==> config.mk <==
export PLATFORM = sky130hd
export DESIGN_NAME = mem_stage
export DESIGN_NICKNAME = d
export VERILOG_FILES = /design/src/rtl/cpu_pkg.sv /design/src/rtl/mem_req_ctrl.sv /design/src/rtl/mem_stage.sv
export SDC_FILE = /design/constraint.sdc
export NUM_CORES = 1
export LEC_CHECK = 0
export CELL_PAD_IN_SITES_DETAIL_PLACEMENT = 0
export CELL_PAD_IN_SITES_GLOBAL_PLACEMENT = 1
export CORE_ASPECT_RATIO = 1.2
export CORE_MARGIN = 2
export CORE_UTILIZATION = 28
export CTS_CLUSTER_DIAMETER = 150
export DETAILED_ROUTE_END_ITERATION = 12
export PLACE_DENSITY_LB_ADDON = 0.1
export SYNTH_ARGS = -nofsm -noshare
export SYNTH_HDL_FRONTEND = slang
export SYNTH_SLANG_ARGS = --single-unit
==> constraint.sdc <==
create_clock -name clk -period 1.96 [get_ports clk]
set_clock_uncertainty 0.2 [all_clocks]
set_input_delay 0.196 -clock clk [delete_from_list [all_inputs] [get_ports clk]]
set_output_delay 0.196 -clock clk [all_outputs]
set_load 0.01 [all_outputs]
Fig. 1: run 1, sizing map
Drawn at 3 px/um.
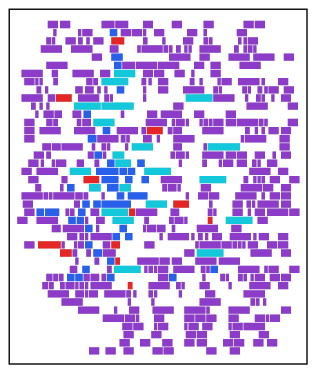
purple -> _0 and _1 cells  # cells 439
blue -> _3 and _4 cells  # cells 41
red -> _2 cells  # cells 12
cyan -> _6 and larger  # cells 21
Design Area, Final: 0.00507 sq mm
final setup margin: 0.0777 ns

Fig. 2: run 1, congestion heat map
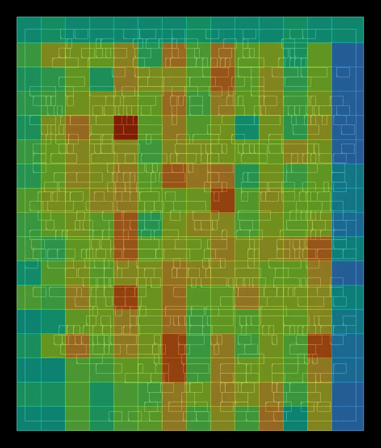
Total GRT Usage: 0.169
met2 GRT Util: 0.276
Core Util, Final: 0.482

Fig. 3: run 1, logic cells by family
Drawn at 3 px/um.
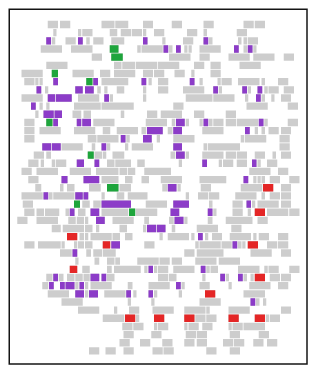
green -> AND and OR gates  # cells 9, most used and3_1
purple -> inverting AOI/OAI gates  # cells 84, most used a21oi_1
red -> AND-OR and OR-AND gates  # cells 13, most used a221o_1
top logic cell by instance count in the layout: clkdlybuf4s50_1
Comb/total area: 0.309
Final Non-Filler Cells: 642

Fig. 4: run 1, placed cells, one color a class
Drawn at 3 px/um. Fill, decap, tap and diode cells in gray.
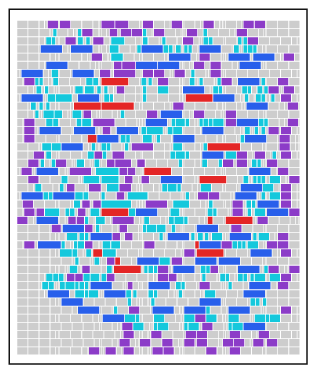
purple -> other buffers and delay cells  # cells 164, share of their area 33%
cyan -> combinational and other logic  # cells 264, share of their area 32%
red -> clock drivers and dummy loads  # cells 16, share of their area 6.4%
blue -> flops  # cells 69, share of their area 28%
core area: 0.0105 sq mm
Rows: 41
fraction of area in registers: 0.273

==> run notes, run 1 <==
impl run done, here's what came out: met2 wire length ~5000 um, CTS clk-pin slew, worst paths ~0.060 ns, chip area line of the yosys report approximately 0.0030 sq mm, I/O Buffers approximately 120, clk root buf clkbuf_16, met1 Use GR 0.222, post-CTS sizing 9, FF+latch area between 0.001 and 0.0015 sq mm, Final setup viols 0, DRC Markers 0, largest net degree at the start of global routing around 40, reg-to-reg setup timing slack ~0.10 ns, Largest delay share family, worst path buffers and inverters, flip-flops with a built-in enable 0, Max-area cell share 0.458, final wirelength approximately 10000 um, status finished clean, WL met3 497 um, gr ovfl total 0, largest area contributor in the netlist dfxtp_1, CP peak stage delay ~0.57 ns, floorplan utilization 0.287, Cell area leaders dfxtp_1 (46%), nand2_1 (11%), a21oi_1 (7.6%), mux2i_1 (5.3%), a311oi_1 (4.9%), synth cell count leaders nand2_1 (86), dfxtp_1 (69), a21oi_1 (46), Leakage about 1.8 nW, Slew Limit Fails 0, NonClk Buf Share 0.322, worst min path class input pin to flop, Crit-path slowest cell clkdlybuf4s50_1, ys cells between 300 and 400, CP max FO 17, largest family of logic cells by area AND-OR/OR-AND gates, worst-path cell chain buf_12 > clkdlybuf4s50_1, Setup Fix Bufs, Post-CTS 0, final count of hold timing violations 0, Highest Signal Layer met4, Seq cells post-synth between 60 and 70, Floorplan Nets ~430, Die Y-Extent ~120 um, H-Tree Depth 3, CTS Buf Count 9, die area 0.0116 sq mm, Top Usage Layer GRT met2, Final nets approximately 570, fill count approximately 1000, tool warnings 28, crit end category primary output, ratio of cells with drive above 1 in the final layout 0.144, Place WS -0.425 ns, R2R cell count 7, logic area about 0.0016 sq mm, Non-Clock Inverter Count 3, fin crit share 0.960, worst path arrival time around 1.5 ns, Synth mux share 0.0568, # Taps 129, TritonRoute pass-1 iters 4, drt wl/cell between 15 and 20 um, Clock Sinks a little under 70, Least-Margin Pin Slew roughly 0.43 ns, initial antenna violation count 0, Layout clock area frac 0.0624, Commonest flop dfxtp_1, hold_buf cts 1, complex-gate fraction of the synthesized area 0.224, worst-case vdd ir drop about 460 uV, met1 WL 4430 um, Vias between 3000 and 4000, cells after synthesis 362, minimum clock period roughly 1.9 ns, GR Util met3 0.0374, post-DP HPWL around 7000 um, CP Buf/Inv Count 2, most instantiated library cell after synthesis nand2_1, number of global-route vias before repair 2992, drt first-iter violations 115, Repair and plain buffers 164, CP required roughly 1.6 ns, top cell category buffers, synthesized area per cell about 8.3 sq um, pwr dens 745 mW/mm^2, Synth Cell Area about 0.0030 sq mm, clk latency late pin around 0.33 ns, fmax approximately 530 MHz, hold path cells 3, adder-cell share of the synthesized area 0.00415, first-pass GRT wire length around 16000 um, Max-Cap Viols 0, Final ANT Viol Nets 0, Area growth syn-to-layout 68.1%, IO Count about 120, Cell Type Count approximately 40, synth warn 0, critical path depth in cells 2, placed insts approximately 620, DR vias/cell just under 5, simple share 0.210, ant diodes 0, chip width just under 100 um, yosys xor share 0, CP Class flop to primary output, post-synthesis async set-or-reset flop share 0, most frequent cells in the layout clkdlybuf4s50_1 (116), nand2_1 (86), dfxtp_1 (68), Rel. slew slack 0.712, Worst Setup Start Kind flop, RePlAce Congestion between 0.7 and 0.8, clock tree from TritonCTS done, clk buf depth 2, Seq share, synth 0.458, clkbuf count 10, #MultiIn Comb roughly 260, Tot Pwr about 0.0038 W, unrepaired setup endpoints after global routing yes, Seq cells 69
[run 1: stage by stage]
step	hold slack (ns)	util	TNS [ns]	cell area [sq um]
2_1_floorplan	0.132	-	0	3020
6_report	0.213	0.482	0	5070
3_5_place_dp	0.247	0.440	-21.90	4630
3_3_place_gp	0.243	0.440	-20.98	4630
5_1_grt	0.209	0.482	-0.00326	5070
4_1_cts	0.197	0.474	-0.0130	4990
[run 1: where the power goes]
part / internal (W) / leakage [nW] / total, W / switching [W]
combinational: 0.000328 / 1.11 / 0.000562 / 0.000234
clock: 0.00111 / 0.156 / 0.00172 / 0.000606
sequential: 0.00146 / 0.562 / 0.00150 / 0.0000364
total: 0.00290 / 1.83 / 0.00378 / 0.000876
Fig. 5: run 1, the metal 3 layer
Drawn at 4 px/um.
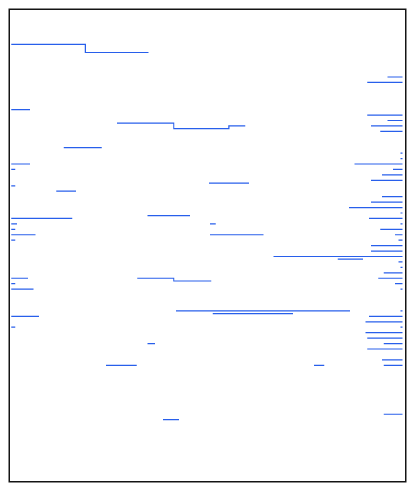

==> inputs of run 2 (changes only) <==
--- a/constraint.sdc
+++ b/constraint.sdc
@@ -4,2 +4,2 @@
 set_output_delay 0.196 -clock clk [all_outputs]
-set_load 0.01 [all_outputs]
+set_load 0.1 [all_outputs]
Fig. 6: run 2, the metal 3 layer
Drawn at 4 px/um.
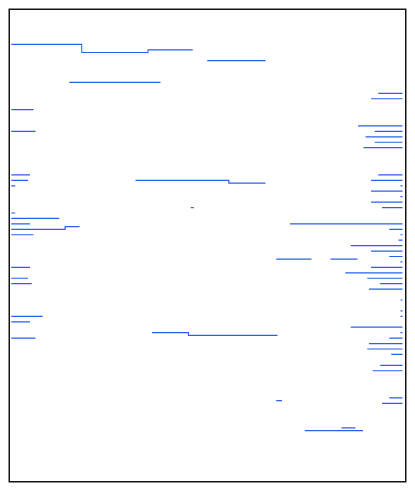
longest straight run = 27.8 um
share of all routed wire = 5.1%
main direction = horizontal
GR Util met3: 0.0356
Vias: 3200
final wirelength: 10100 um

==> run notes, run 2 <==
impl run done, here's what came out: Seq cells 69 (unchanged), Seq cells post-synth 69 (unchanged), NonClk Buf Share 0.318 (-0.00413), Synth Cell Area 0.00302 sq mm (unchanged), fraction of area in registers 0.279 (+0.00601), Seq share, synth 0.458 (unchanged), tool warnings 28 (unchanged), worst-path cell chain or2_4 > buf_6 > nor3_4 > a2111oi_4 > buf_12 > a221o_1, Crit-path slowest cell dfxtp_4, Leakage 1.98 nW (+8.1%), Slew Limit Fails 0 (unchanged), CP peak stage delay 0.34 ns (-0.23 ns), Clock Sinks 69 (unchanged), yosys xor share 0 (unchanged), CTS Buf Count 9 (unchanged), final count of hold timing violations 0 (unchanged), Least-Margin Pin Slew 0.380 ns (-0.0516 ns), ratio of cells with drive above 1 in the final layout 0.287 (+0.142), initial antenna violation count 0 (unchanged), Final ANT Viol Nets 0 (unchanged), chip width 98.8 um (unchanged), post-DP HPWL 7110 um (+1.4%), fin crit share 0.974 (+0.0139), hold path cells 2 (-1), drt first-iter violations 110 (-4.3%), Place WS -0.454 ns (-0.0292 ns), Max-Cap Viols 0 (unchanged), Sw Pwr 0.00126 W (+43%), clk root buf clkbuf_16, top cell category buffers, Setup Fix Bufs, Post-CTS 2 (+2), worst-case vdd ir drop 397 uV (-14%), crit end category flop, first-pass GRT wire length 15800 um (about the same), Core Util, Final 0.477 (-0.00571), reg-to-reg setup timing slack 0.05 ns (-0.05 ns), adder-cell share of the synthesized area 0.00415 (unchanged), Cell Type Count 40 (unchanged), floorplan utilization 0.287 (unchanged), clkbuf count 12 (+2), most instantiated library cell after synthesis nand2_1, Rel. slew slack 0.746 (+0.0344), minimum clock period 1.91 ns (+0.0272 ns), Non-Clock Inverter Count 3 (unchanged), logic area 0.00158 sq mm (+0.80%), final setup margin 0.0505 ns (-0.0272 ns), simple share 0.210 (unchanged), die area 0.0116 sq mm (unchanged), Total GRT Usage 0.170 (+0.00112), ant diodes 0 (unchanged), synthesized area per cell 8.34 sq um (unchanged), Seq power 0.00150 W (about the same), synth cell count leaders nand2_1 (86), dfxtp_1 (69), a21oi_1 (46), clk latency late pin 0.33 ns (about the same), CTS clk-pin slew, worst paths 0.06 ns (about the same), status finished clean, TritonRoute pass-1 iters 5 (+1), Die Y-Extent 118 um (unchanged), Commonest flop dfxtp_1, Rows 41 (unchanged), number of global-route vias before repair 3074 (+2.7%), clk buf depth 2 (unchanged), Int Power 0.00268 W (-7.7%), DR vias/cell 4.93 (about the same), Fin Setup TNS 0 ns (unchanged), clock power share 0.380 (-0.075), CP Class flop to flop, pwr dens 785 mW/mm^2 (+5.4%), post-CTS sizing 5 (-4), worst min path class input pin to flop, unrepaired setup endpoints after global routing yes, largest family of logic cells by area AND-OR/OR-AND gates, Final Non-Filler Cells 649 (+1.1%), Flop pwr share 0.381 (-0.015), combinational share of power 0.239 (+0.090), most frequent cells in the layout buf_4 (95), nand2_1 (86), dfxtp_1 (65), Pwr top registers, Final setup viols 0 (unchanged), Switching Share 0.320 (+0.0875), dpl cell area 0.00455 sq mm (-1.7%), Layout clock area frac 0.0539 (-0.00849), Cell area leaders dfxtp_1 (46%), nand2_1 (11%), a21oi_1 (7.6%), mux2i_1 (5.3%), a311oi_1 (4.9%), Clock Power 0.00149 W (-13%), fill count 1053 (+2.4%), Hold Slack 0.0561 ns (-0.157 ns), Tot Pwr 0.00393 W (+4.2%), chip area line of the yosys report 0.00302 sq mm (unchanged), ys cells 362 (unchanged), R2R cell count 6 (-1), H-Tree Depth 3 (unchanged), CP max FO 10 (-7)
Fig. 7: run 2, sizing map
Drawn at 3 px/um.
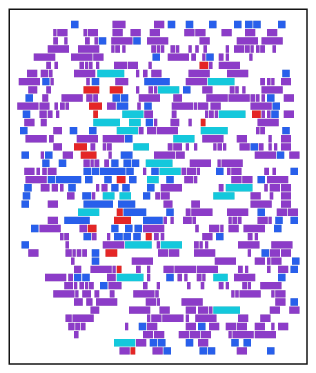
blue -> _3 and _4 cells  # cells 107
red -> _2 cells  # cells 17
purple -> _0 and _1 cells  # cells 371
cyan -> _6 and larger  # cells 25
Area growth syn-to-layout: 66.1%
Repair and plain buffers: 171

run 2: cell count changes in the layout (fill, tap and decap cells not counted), moves of 2 or more:
cell             before  now
a211oi_1              5    3
a211oi_2              0    2
a21oi_1              46   44
a21oi_2               0    2
a311oi_1             15   17
a311oi_2              2    0
buf_12                6    9
buf_4                32   95
bufinv_16             2    0
clkdlybuf4s50_1     116   57
dfxtp_1              68   65
dfxtp_4               0    4
run 2: layer usage:
layer / vias to the layer above / track usage / part of all wire
met5: - / 0 / 0
li1: 1611 / - / -
met4: 0 / 0.0565 / 0.0073
met2: 76 / 0.284 / 0.49
met1: 1508 / 0.217 / 0.45
met3: 5 / 0.0356 / 0.051
run 2: worst max-delay path: cells and delay by family (launching register included):
family	cells	cell delay, ns
simple gates	2	0.53
compound gates	2	0.42
flops	1	0.34
buf+inv	2	0.30
Power figures rest on the tool's default switching activity, not on a simulated workload.
